Run 1, met1 routing:
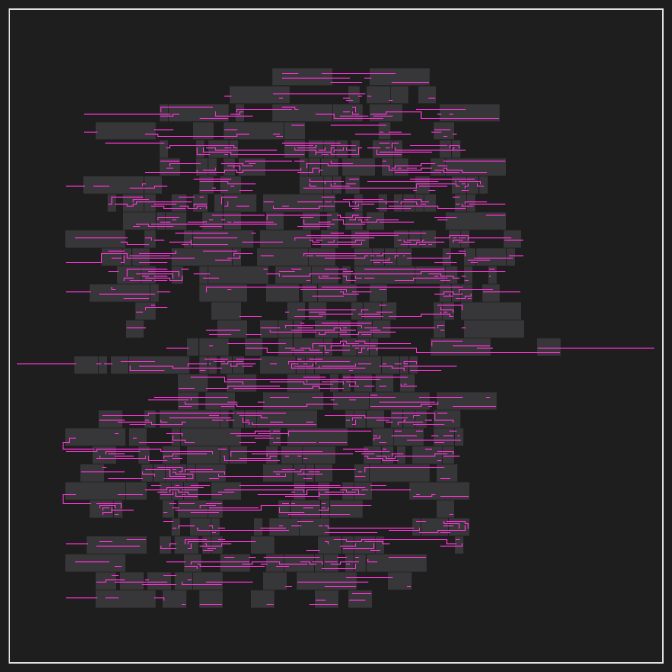
Run 1, met2 routing:
The bar under the picture is 20 um long.
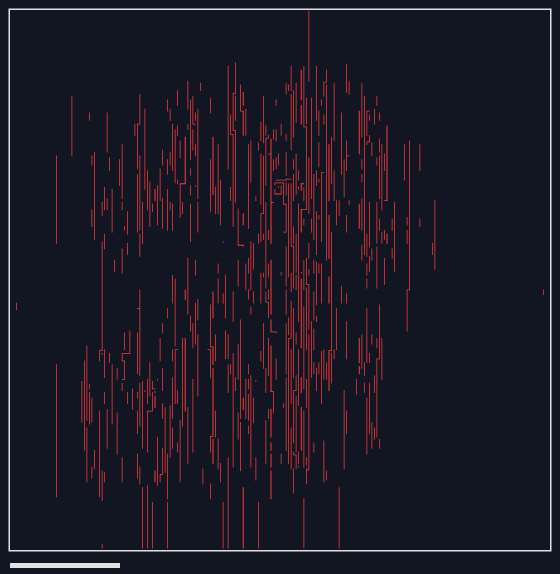
Run 1, the metal 3 layer:
The bar under the picture is 20 um long.
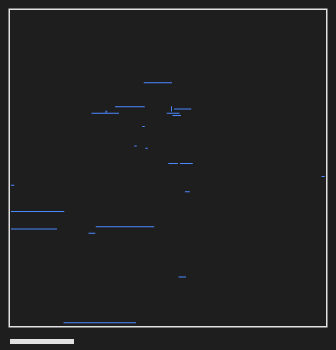
==> src/rtl/note_sequence_player_if.sv <==
// Play controls in, tone selection and song status out, between the top-level
// controls, the melody sequencer and the PWM tone generator.
interface note_sequence_player_if;
  logic       play;
  logic       restart;
  logic       loop_en;
  logic [3:0] note_select;
  logic       note_gate;
  logic       step_strobe;
  logic [3:0] song_pos;
  logic       done;

  modport master (
    output play, restart, loop_en,
    input  note_select, note_gate, step_strobe, song_pos, done
  );

  modport slave (
    input  play, restart, loop_en,
    output note_select, note_gate, step_strobe, song_pos, done
  );
endinterface

==> src/rtl/note_sequence_player.sv <==
// Melody sequencer: walks a 16-entry {note, length} song ROM on a tempo tick and
// drives note_select/note_gate of the PWM tone generator.
//
// state | meaning
// IDLE  | stopped, gate low, waiting for play
// LOAD  | one cycle: fetch ROM[song_pos], present it on the next edge
// PLAY  | counting tempo ticks for the current entry
// DONE  | song ended without looping; only restart or reset leaves
module note_sequence_player #(
  parameter int unsigned TICK_DIV = 1_573_437,
  parameter int unsigned SONG_LEN = 16,
  parameter logic [3:0]  REST     = 4'hF
) (
  input  logic                   clk,
  input  logic                   reset,
  note_sequence_player_if.slave  bus
);
  localparam int unsigned       DIV_W    = (TICK_DIV > 1) ? $clog2(TICK_DIV) : 1;
  localparam logic [DIV_W-1:0]  DIV_LAST = DIV_W'(TICK_DIV - 1);
  localparam logic [3:0]        POS_LAST = 4'(SONG_LEN - 1);

  typedef enum logic [1:0] {S_IDLE, S_LOAD, S_PLAY, S_DONE} state_t;

  state_t           state_q, state_d;
  logic [DIV_W-1:0] div_q, div_d;
  logic [3:0]       rem_q, rem_d;
  logic [3:0]       pos_q, pos_d;
  logic [3:0]       note_q, note_d;
  logic             gate_q, gate_d;
  logic             strobe_q, strobe_d;
  logic             done_q, done_d;
  logic [3:0]       rom_note, rom_len;
  logic             is_rest, tick, entry_end, is_last;

  always_comb begin
    case (pos_q)
      4'd0:    {rom_note, rom_len} = {4'h0, 4'd2};
      4'd1:    {rom_note, rom_len} = {4'h1, 4'd2};
      4'd2:    {rom_note, rom_len} = {4'h2, 4'd2};
      4'd3:    {rom_note, rom_len} = {4'h3, 4'd4};
      4'd4:    {rom_note, rom_len} = {4'hF, 4'd2};
      4'd5:    {rom_note, rom_len} = {4'h3, 4'd2};
      4'd6:    {rom_note, rom_len} = {4'h4, 4'd2};
      4'd7:    {rom_note, rom_len} = {4'h5, 4'd4};
      4'd8:    {rom_note, rom_len} = {4'h6, 4'd2};
      4'd9:    {rom_note, rom_len} = {4'h7, 4'd2};
      4'd10:   {rom_note, rom_len} = {4'h8, 4'd4};
      4'd11:   {rom_note, rom_len} = {4'hF, 4'd4};
      4'd12:   {rom_note, rom_len} = {4'h8, 4'd2};
      4'd13:   {rom_note, rom_len} = {4'h6, 4'd2};
      4'd14:   {rom_note, rom_len} = {4'h3, 4'd2};
      default: {rom_note, rom_len} = {4'h0, 4'd8};
    endcase
  end

  assign is_rest   = (rom_note == REST);
  assign tick      = (state_q == S_PLAY) && bus.play && (div_q == DIV_LAST);
  assign entry_end = tick && (rem_q == 4'd1);
  assign is_last   = (pos_q == POS_LAST);

  always_ff @(posedge clk or posedge reset) begin
    if (reset) state_q <= S_IDLE;
    else       state_q <= state_d;
  end

  always_comb begin
    state_d = state_q;
    if (bus.restart) begin
      state_d = S_IDLE;
    end else begin
      case (state_q)
        S_IDLE:  if (bus.play) state_d = S_LOAD;
        S_LOAD:  state_d = S_PLAY;
        S_PLAY:  if (entry_end) state_d = (is_last && !bus.loop_en) ? S_DONE : S_LOAD;
        default: state_d = S_DONE;
      endcase
    end
  end

  always_comb begin
    div_d    = div_q;
    rem_d    = rem_q;
    pos_d    = pos_q;
    note_d   = note_q;
    gate_d   = gate_q;
    strobe_d = 1'b0;
    done_d   = done_q;
    if (bus.restart) begin
      div_d  = '0;
      pos_d  = 4'd0;
      done_d = 1'b0;
      gate_d = 1'b0;
    end else begin
      case (state_q)
        S_IDLE: gate_d = 1'b0;
        S_LOAD: begin
          div_d    = '0;
          rem_d    = rom_len;
          strobe_d = 1'b1;
          gate_d   = !is_rest;
          if (!is_rest) note_d = rom_note;
        end
        S_PLAY: begin
          if (bus.play) begin
            div_d = tick ? '0 : div_q + DIV_W'(1);
            if (tick) rem_d = rem_q - 4'd1;
            // Drop the gate through the last tick so repeated notes re-articulate.
            gate_d = !is_rest && !((rem_q == 4'd1) && (rom_len >= 4'd2));
          end else begin
            gate_d = 1'b0;
          end
          if (entry_end) begin
            gate_d = 1'b0;
            if (!is_last)         pos_d  = pos_q + 4'd1;
            else if (bus.loop_en) pos_d  = 4'd0;
            else                  done_d = 1'b1;
          end
        end
        default: gate_d = 1'b0;
      endcase
    end
  end

  always_ff @(posedge clk or posedge reset) begin
    if (reset) begin
      div_q    <= '0;
      rem_q    <= 4'd0;
      pos_q    <= 4'd0;
      note_q   <= 4'd0;
      gate_q   <= 1'b0;
      strobe_q <= 1'b0;
      done_q   <= 1'b0;
    end else begin
      div_q    <= div_d;
      rem_q    <= rem_d;
      pos_q    <= pos_d;
      note_q   <= note_d;
      gate_q   <= gate_d;
      strobe_q <= strobe_d;
      done_q   <= done_d;
    end
  end

  assign bus.note_select = note_q;
  assign bus.note_gate   = gate_q;
  assign bus.step_strobe = strobe_q;
  assign bus.song_pos    = pos_q;
  assign bus.done        = done_q;
endmodule

==> src/flat_wrapper.sv <==
// flat-port wrapper written by rule: the top's interface ports become plain ports
module note_sequence_player_flat 
#(
  parameter int unsigned TICK_DIV = 1_573_437,
  parameter int unsigned SONG_LEN = 16,
  parameter logic [3:0]  REST     = 4'hF
)
  (clk, reset, bus_play, bus_restart, bus_loop_en, bus_note_select, bus_note_gate, bus_step_strobe, bus_song_pos, bus_done);
  note_sequence_player_if bus_i ();
  input  logic clk;
  input  logic reset;
  input wire logic [$bits(bus_i.play)-1:0] bus_play;
  input wire logic [$bits(bus_i.restart)-1:0] bus_restart;
  input wire logic [$bits(bus_i.loop_en)-1:0] bus_loop_en;
  output wire logic [$bits(bus_i.note_select)-1:0] bus_note_select;
  output wire logic [$bits(bus_i.note_gate)-1:0] bus_note_gate;
  output wire logic [$bits(bus_i.step_strobe)-1:0] bus_step_strobe;
  output wire logic [$bits(bus_i.song_pos)-1:0] bus_song_pos;
  output wire logic [$bits(bus_i.done)-1:0] bus_done;
  assign bus_i.play = bus_play;
  assign bus_i.restart = bus_restart;
  assign bus_i.loop_en = bus_loop_en;
  assign bus_note_select = bus_i.note_select;
  assign bus_note_gate = bus_i.note_gate;
  assign bus_step_strobe = bus_i.step_strobe;
  assign bus_song_pos = bus_i.song_pos;
  assign bus_done = bus_i.done;
  note_sequence_player #(.TICK_DIV(TICK_DIV), .SONG_LEN(SONG_LEN), .REST(REST)) u_core (.clk(clk), .reset(reset), .bus(bus_i));
endmodule
==> config.mk <==
export PLATFORM = sky130hd
export DESIGN_NAME = note_sequence_player_flat
export DESIGN_NICKNAME = d
export VERILOG_FILES = /design/src/rtl/note_sequence_player_if.sv /design/src/rtl/note_sequence_player.sv /design/src/flat_wrapper.sv
export SDC_FILE = /design/constraint.sdc
export NUM_CORES = 1
export LEC_CHECK = 0
export CORE_MARGIN = 8
export CORE_UTILIZATION = 37
export DETAILED_ROUTE_END_ITERATION = 7
export PLACE_DENSITY = 0.61
export SLEW_MARGIN = 20
export SYNTH_ARGS = -nofsm -noshare
export SYNTH_HDL_FRONTEND = slang
export SYNTH_SLANG_ARGS = --single-unit
==> constraint.sdc <==
create_clock -name clk -period 2.4 [get_ports clk]
set_clock_uncertainty 0.1 [all_clocks]
set_input_delay 0.36 -clock clk [delete_from_list [all_inputs] [get_ports clk]]
set_output_delay 0.36 -clock clk [all_outputs]
set_load 0.02 [all_outputs]
==> impl_metrics.tcl, run 1 <==
# yosys + openroad results
set metrics [dict create \
    setup-tns-final_ps 0 \
    antenna_diode_count 0 \
    gp_congestion 0.843 \
    power.switching_mw 0.734 \
    synth-seq-cells 38 \
    max_slew.worst_pin.slew_ps 491 \
    p_sw_share_pct 35.3 \
    synth.cellmix.adderShare_pct 9.44 \
    ctsResizeCount 1 \
    postSynth.topFlopCell "sky130_fd_sc_hd__dfrtp_1" \
    clk_latency_ps 290 \
    final-clk-cell-share_pct 2.98 \
    cpPeakStageDelay_ps 570 \
    warning_count 40 \
    tritoncts_num_sinks 38 \
    finalPower_mw 2.08 \
    tap_cells 80 \
    signal_buffers 43 \
    simple_gate_portion_of_the_synthesized_area_pct 25.9 \
    wl_per_cell_um 14.6 \
    seqAreaFraction_pct 31.0 \
    crit_buf_inv 0 \
    detail_route.drc_violations 0 \
    die_h_um 98.5 \
    seqPwrFrac_pct 37.8 \
    clkPwrFrac_pct 22.2 \
    detail_route.vias_per_cell 5.46 \
    clock_tree_from_tritoncts "built" \
    place_hpwl_um 4250 \
    postSynthAreaPerCell_um2 9.16 \
    antenna_found_initial 0 \
    syn_to_final_growth_pct 21.8 \
    seq_area_um2 951 \
    globalRoute.totalOverflow 0 \
    clock_pin_transition_on_the_worst_setup_and_hold_timing_paths_ps 80 \
    final_core_utilization_pct 45.9 \
    wl_met2_um 2730 \
    row_count 30 \
    filler_cell_count 652 \
    worstPathArrival_ps 2440 \
    pwr-share-comb_pct 39.9 \
    fmaxAchievable_mhz 431 \
    combAreaFraction_pct 48.4 \
    nNetsFinal 339 \
    cp.depth 5 \
    fp_nets 299 \
    layout_top_cells_excl_fill_tap "sky130_fd_sc_hd__dfrtp_1, sky130_fd_sc_hd__nand2_1, sky130_fd_sc_hd__buf_4, sky130_fd_sc_hd__nor2_1, sky130_fd_sc_hd__nand3_1" \
    synthesis.instances 275 \
    setup_viol_count_final 0 \
    largest_reg_flops 21 \
    power_top_consumer "combinational cells" \
    clock_tree.buffer_depth 2 \
    power.internal_mw 1.34 \
    numPortBuffers 15 \
    layout_top_cell "sky130_fd_sc_hd__dfrtp_1" \
    final_hold_violations 0 \
    synth.comb.largest_family "simple AND/OR/NAND/NOR gates" \
    nNonClkInverters 17 \
    final.clkbuf_count 7 \
    synth_warnings 0 \
    design.core.area_um2 6680 \
    vdd_ir_drop_max_mv 0.430 \
    via_count_of_the_first_global_routing_pass 2012 \
    criticalPathCategory "register to register" \
    run_status "completed" \
    max_cap_violations 0 \
    met3_usage_pct 2.18 \
    yosys_cell_count 275 \
    crit_path_cell_trace "or4_4 -> nor4_4 -> nand2_1 -> or4b_4 -> o21ai_1" \
    floorplanUtilization_pct 37.7 \
    cts-buffers-inserted 5 \
    cp_top_family "simple AND/OR/NAND/NOR gates" \
    ctsHtreeMaxLevel 2 \
    layout.nonclk_buf_share_pct 12.3 \
    synth_dominant_cell_count "sky130_fd_sc_hd__dfrtp_1" \
    top_cells_by_area "sky130_fd_sc_hd__dfrtp_1, sky130_fd_sc_hd__ha_1, sky130_fd_sc_hd__nand3_1" \
    synth-edff-count 0 \
    dp.cells 386 \
    largest_class "multi-input combinational cells" \
    critical_path_rt_ps 2520 \
    timing.final.ws_setup_ps 79.0 \
    fin_crit_ps 2320 \
    asr_flop_ratio_synth_pct 100 \
    timing.rr.start "u_core.div_q[13]$_DFFE_PP0P_" \
    place_ws_ps 25.3 \
    yosys.cell_types.count 58 \
    postCtsSetupRepairBufs 0 \
]
## Picture notes: 'met1 routing'
wire length on this layer: 2810 um
main direction: horizontal
GR met1 Demand/Resource: 16.0%
Routed Wire Length: 5790 um

## Picture notes: 'met2 routing'
share of all routed wire: 47%
main direction: vertical
nets with wire on the layer: 270
longest straight run: 32.0 um
wire length on this layer: 2730 um
met2 Track Usage GR: 19.0%
via count: 2162

## Picture notes: 'the metal 3 layer'
longest straight run: 22.3 um
nets with wire on the layer: 15

==> run 2, diff against run 1 <==
--- a/config.mk
+++ b/config.mk
@@ -8,8 +8,10 @@
 export CORE_MARGIN = 8
 export CORE_UTILIZATION = 37
 export DETAILED_ROUTE_END_ITERATION = 7
+export GPL_ROUTABILITY_DRIVEN = 1
 export PLACE_DENSITY = 0.61
 export SLEW_MARGIN = 20
 export SYNTH_ARGS = -nofsm -noshare
 export SYNTH_HDL_FRONTEND = slang
 export SYNTH_SLANG_ARGS = --single-unit
+export TNS_END_PERCENT = 50
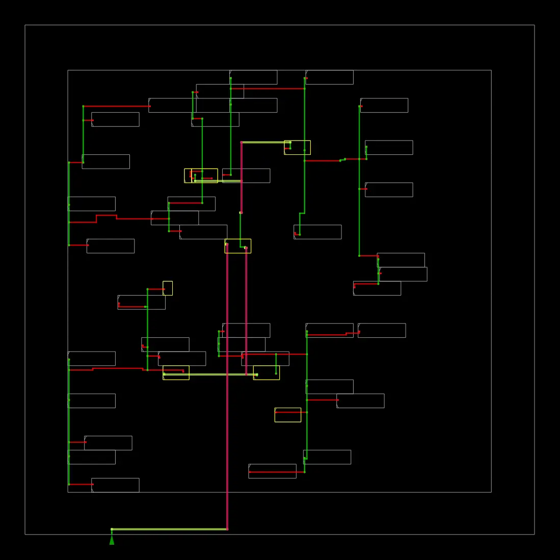
Run 2: clock wiring as the flow saved it
seq_cells: 38
Clk power: 0.464 mW

==> run 2 against run 1 <==
  * Via count fell by 0.83%
  * Register-to-register slack about the same
  * Synthesized cell count did not move
  * Critical path depth unchanged
  * Routed wire length down 0.26%
  * Flip-flop count did not move
  * Synthesized area is the same
  * First-iteration DRC count rose by 47%
  * Sequential share of layout area rose by 0.17 points
  * Critical path type unchanged
  * Largest power group unchanged
==> impl_metrics.tcl, run 2 <==
# yosys + openroad results
set metrics [dict create \
    synth-seq-cells 38 \
    cts_root_buffer "sky130_fd_sc_hd__clkbuf_8" \
    antenna_found_initial 0 \
    die_h_um 98.5 \
    nNetsFinal 339 \
    seqAreaFraction_pct 31.2 \
    cpPeakStageDelay_ps 570 \
    synth.comb.largest_family "simple AND/OR/NAND/NOR gates" \
    warning_count 40 \
    yosys_cell_count 275 \
    critical_path_rt_ps 2520 \
    max_slew.worst_pin.slew_ps 489 \
    clk_latency_ps 300 \
    criticalPathCategory "register to register" \
    ctsResizeCount 1 \
    cts-buffers-inserted 5 \
    top_cells_by_area "sky130_fd_sc_hd__dfrtp_1, sky130_fd_sc_hd__ha_1, sky130_fd_sc_hd__nand3_1" \
    layout_top_cell "sky130_fd_sc_hd__dfrtp_1" \
    finalPower_mw 2.07 \
    place_hpwl_um 4250 \
    final-clk-cell-share_pct 2.99 \
    seqPwrFrac_pct 37.9 \
    fp_nets 299 \
    tritoncts_num_sinks 38 \
    postCtsSetupRepairBufs 0 \
    globalRouteMet2Util_pct 19.0 \
    layout_top_cells_excl_fill_tap "sky130_fd_sc_hd__dfrtp_1, sky130_fd_sc_hd__nand2_1, sky130_fd_sc_hd__buf_4, sky130_fd_sc_hd__nor2_1, sky130_fd_sc_hd__nand3_1" \
    post_layout_nonfiller_instances 396 \
    pwr-share-comb_pct 39.7 \
    detail_route.vias_per_cell 5.41 \
    power.internal_mw 1.34 \
    final.clkbuf_count 7 \
    grt.met1_usage_pct 16.0 \
    worstPathArrival_ps 2440 \
    floorplanUtilization_pct 37.7 \
    cp_top_family "simple AND/OR/NAND/NOR gates" \
    syn_to_final_growth_pct 21.2 \
    simple_gate_portion_of_the_synthesized_area_pct 25.9 \
    fin_crit_ps 2320 \
    met3_usage_pct 2.18 \
    timing.final.ws_setup_ps 77.4 \
    filler_cell_count 655 \
    clock_tree_from_tritoncts "built" \
    cp.depth 5 \
    crit_buf_inv 0 \
    detail_route.drc_violations 0 \
    clkPwrFrac_pct 22.4 \
    dp.cells 386 \
    postSynth.topFlopCell "sky130_fd_sc_hd__dfrtp_1" \
    combAreaFraction_pct 48.1 \
    asr_flop_ratio_synth_pct 100 \
    layout.nonclk_buf_share_pct 12.3 \
    fmaxAchievable_mhz 431 \
    setup-tns-final_ps 0 \
    largest_reg_flops 21 \
    crit_path_cell_trace "or4_4 -> nor4_4 -> nand2_1 -> or4b_4 -> o21ai_1" \
    seq_area_um2 951 \
    gp_congestion 0.843 \
    p_sw_share_pct 35.4 \
    antenna_diode_count 0 \
    setup_viol_count_final 0 \
    nNonClkInverters 17 \
    max_cap_violations 0 \
    run_status "completed" \
    globalRoute.totalOverflow 0 \
    final_core_utilization_pct 45.7 \
    synth.cellmix.adderShare_pct 9.44 \
    place_ws_ps 25.3 \
    tap_cells 80 \
    postSynthAreaPerCell_um2 9.16 \
    final_hold_violations 0 \
    clock_tree.buffer_depth 2 \
    numPortBuffers 15 \
    detailed_place.area_um2 2900 \
    largest_class "multi-input combinational cells" \
    yosys.cell_types.count 58 \
    signal_buffers 43 \
    wl_per_cell_um 14.6 \
    design.core.area_um2 6680 \
    power.switching_mw 0.732 \
]
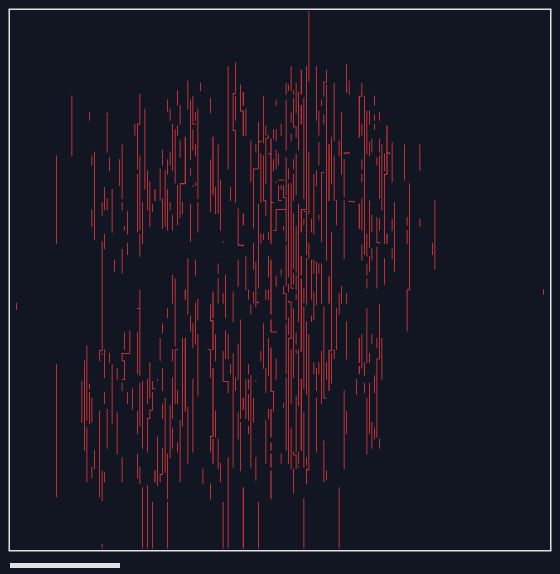
Run 2: met2 routing
The bar under the picture is 20 um long.
nets with wire on the layer: 268
main direction: vertical
Routed Wire Length: 5770 um
via count: 2144

==> run 3, diff against run 2 <==
--- a/config.mk
+++ b/config.mk
@@ -10,8 +10,8 @@
 export DETAILED_ROUTE_END_ITERATION = 7
 export GPL_ROUTABILITY_DRIVEN = 1
 export PLACE_DENSITY = 0.61
+export SKIP_CTS_REPAIR_TIMING = 1
 export SLEW_MARGIN = 20
 export SYNTH_ARGS = -nofsm -noshare
 export SYNTH_HDL_FRONTEND = slang
 export SYNTH_SLANG_ARGS = --single-unit
-export TNS_END_PERCENT = 50
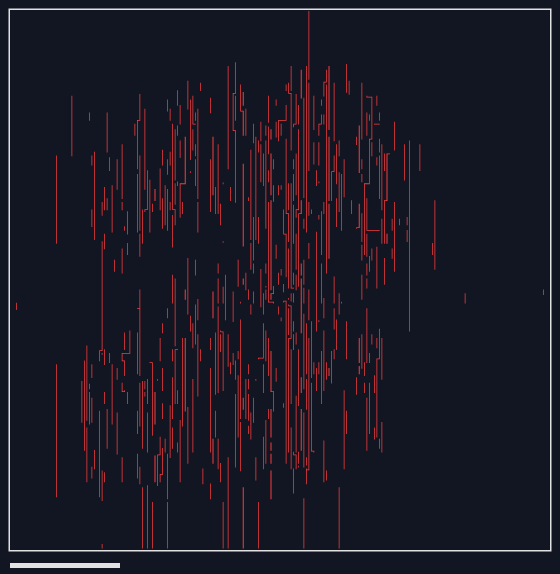
Run 3: met2 routing
The bar under the picture is 20 um long.
share of all routed wire: 47%
nets with wire on the layer: 271
main direction: vertical

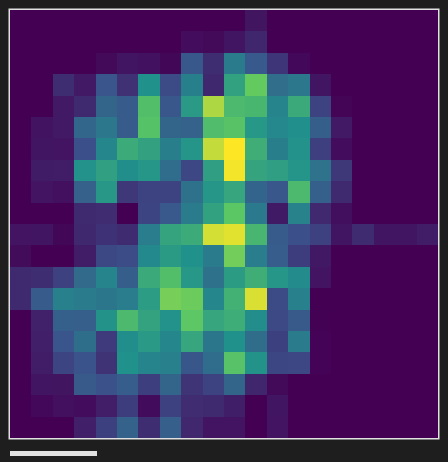
Run 3: signal metal coverage by tile
The bar under the picture is 20 um long. The die is cut into 20 by 20 equal tiles; dark purple is low, yellow is high, scaled to the fullest tile. Values are wire area over tile area, all layers added.
nearly empty tiles: 39%
mean over tiles: 0.092
tiles over half the peak: 16%
emptiest ninth of the die: bottom right
fullest tile: 0.45

==> run 3 against run 2 <==
  * Final cell count did not move
  * Setup slack worse by 6.6 ps
  * First-iteration DRC count decreased by 29%
  * Routed wire length barely moved
  * Flip-flop count unchanged
  * Combinational power is 1% higher
  * Sequential power is essentially flat
  * Final area increased by 0.49%
  * Worst hold slack gained 3.4 ps
  * Sequential share of layout area is 0.15 points lower
  * Global-route usage did not move
  * Critical endpoint is now u_core.bus.song_pos[3]$_DFFE_PP0P_
  * Largest power group unchanged
  * Highest routed layer unchanged
==> impl_metrics.tcl, run 3 <==
# yosys + openroad results
set metrics [dict create \
    criticalPathCategory "register to register" \
    final-clk-cell-share_pct 2.98 \
    clock_pin_transition_on_the_worst_setup_and_hold_timing_paths_ps 80 \
    final_hold_violations 0 \
    met3_usage_pct 2.18 \
    final.clkbuf_count 7 \
    crit_path_cell_trace "inv_1 -> ha_1 -> or4bb_4 -> nor4_4 -> buf_6 -> nand4bb_1 -> a21oi_1 -> o2bb2ai_1" \
    wl_per_cell_um 14.6 \
    via_count_of_the_first_global_routing_pass 2012 \
    postSynthAreaPerCell_um2 9.16 \
    timing.final.ws_setup_ps 70.7 \
    vdd_ir_drop_max_mv 0.430 \
    synthesis.instances 275 \
    wl_met2_um 2700 \
    crit_buf_inv 2 \
    antenna_diode_count 0 \
    top_cells_by_area "sky130_fd_sc_hd__dfrtp_1, sky130_fd_sc_hd__ha_1, sky130_fd_sc_hd__nand3_1" \
    gp_congestion 0.843 \
    routed-via-count 2163 \
    die_h_um 98.5 \
    tritoncts_num_sinks 38 \
    syn_to_final_growth_pct 21.8 \
    simple_gate_portion_of_the_synthesized_area_pct 25.9 \
    max_slew.worst_pin.slew_ps 490 \
    detail_route.drc_violations 0 \
    max_cap_violations 0 \
    place_hpwl_um 4250 \
    cpPeakStageDelay_ps 560 \
    floorplanUtilization_pct 37.7 \
    layout_top_cells_excl_fill_tap "sky130_fd_sc_hd__dfrtp_1, sky130_fd_sc_hd__nand2_1, sky130_fd_sc_hd__buf_4, sky130_fd_sc_hd__nor2_1, sky130_fd_sc_hd__nand3_1" \
    globalRoute.totalOverflow 0 \
    setup_viol_count_final 0 \
    totalWireLength_um 5770 \
    worst_r2r_path_depth 8 \
    postSynth.topFlopCell "sky130_fd_sc_hd__dfrtp_1" \
    warning_count 40 \
    fmaxAchievable_mhz 429 \
    synth_warnings 0 \
    row_count 30 \
    run_status "completed" \
    cts_root_buffer "sky130_fd_sc_hd__clkbuf_8" \
    seqPwrFrac_pct 37.8 \
    clk_latency_ps 290 \
    finalPower_mw 2.08 \
    asr_flop_ratio_synth_pct 100 \
    synth_dominant_cell_count "sky130_fd_sc_hd__dfrtp_1" \
    fp_nets 299 \
    detailed_place.area_um2 2900 \
    yosys_cell_count 275 \
    numPortBuffers 15 \
    layout_top_cell "sky130_fd_sc_hd__dfrtp_1" \
    grt.met1_usage_pct 16.0 \
    signal_buffers 43 \
    clock_net_power_mw 0.462 \
    seq_cells 38 \
    tap_cells 80 \
    cts-buffers-inserted 5 \
    seq_area_um2 951 \
    post_layout_nonfiller_instances 396 \
    nNonClkInverters 17 \
    synth-edff-count 0 \
    ctsHtreeMaxLevel 2 \
    worstPathArrival_ps 2410 \
    power_top_consumer "combinational cells" \
    synth.comb.largest_family "simple AND/OR/NAND/NOR gates" \
    synth-seq-cells 38 \
    timing.rr.start "u_core.div_q[0]$_DFFE_PP0P_" \
    detail_route.vias_per_cell 5.46 \
    globalRouteMet2Util_pct 19.0 \
    setup-tns-final_ps 0 \
    critical_path_rt_ps 2480 \
    largest_reg_flops 21 \
    clock_tree.buffer_depth 2 \
    cp.depth 8 \
    p_sw_share_pct 35.4 \
    final_core_utilization_pct 45.9 \
    dp.cells 386 \
    design.core.area_um2 6680 \
    seqAreaFraction_pct 31.0 \
    power.switching_mw 0.736 \
    fin_crit_ps 2330 \
    clkPwrFrac_pct 22.2 \
]
Power figures rest on the tool's default switching activity, not on a simulated workload.
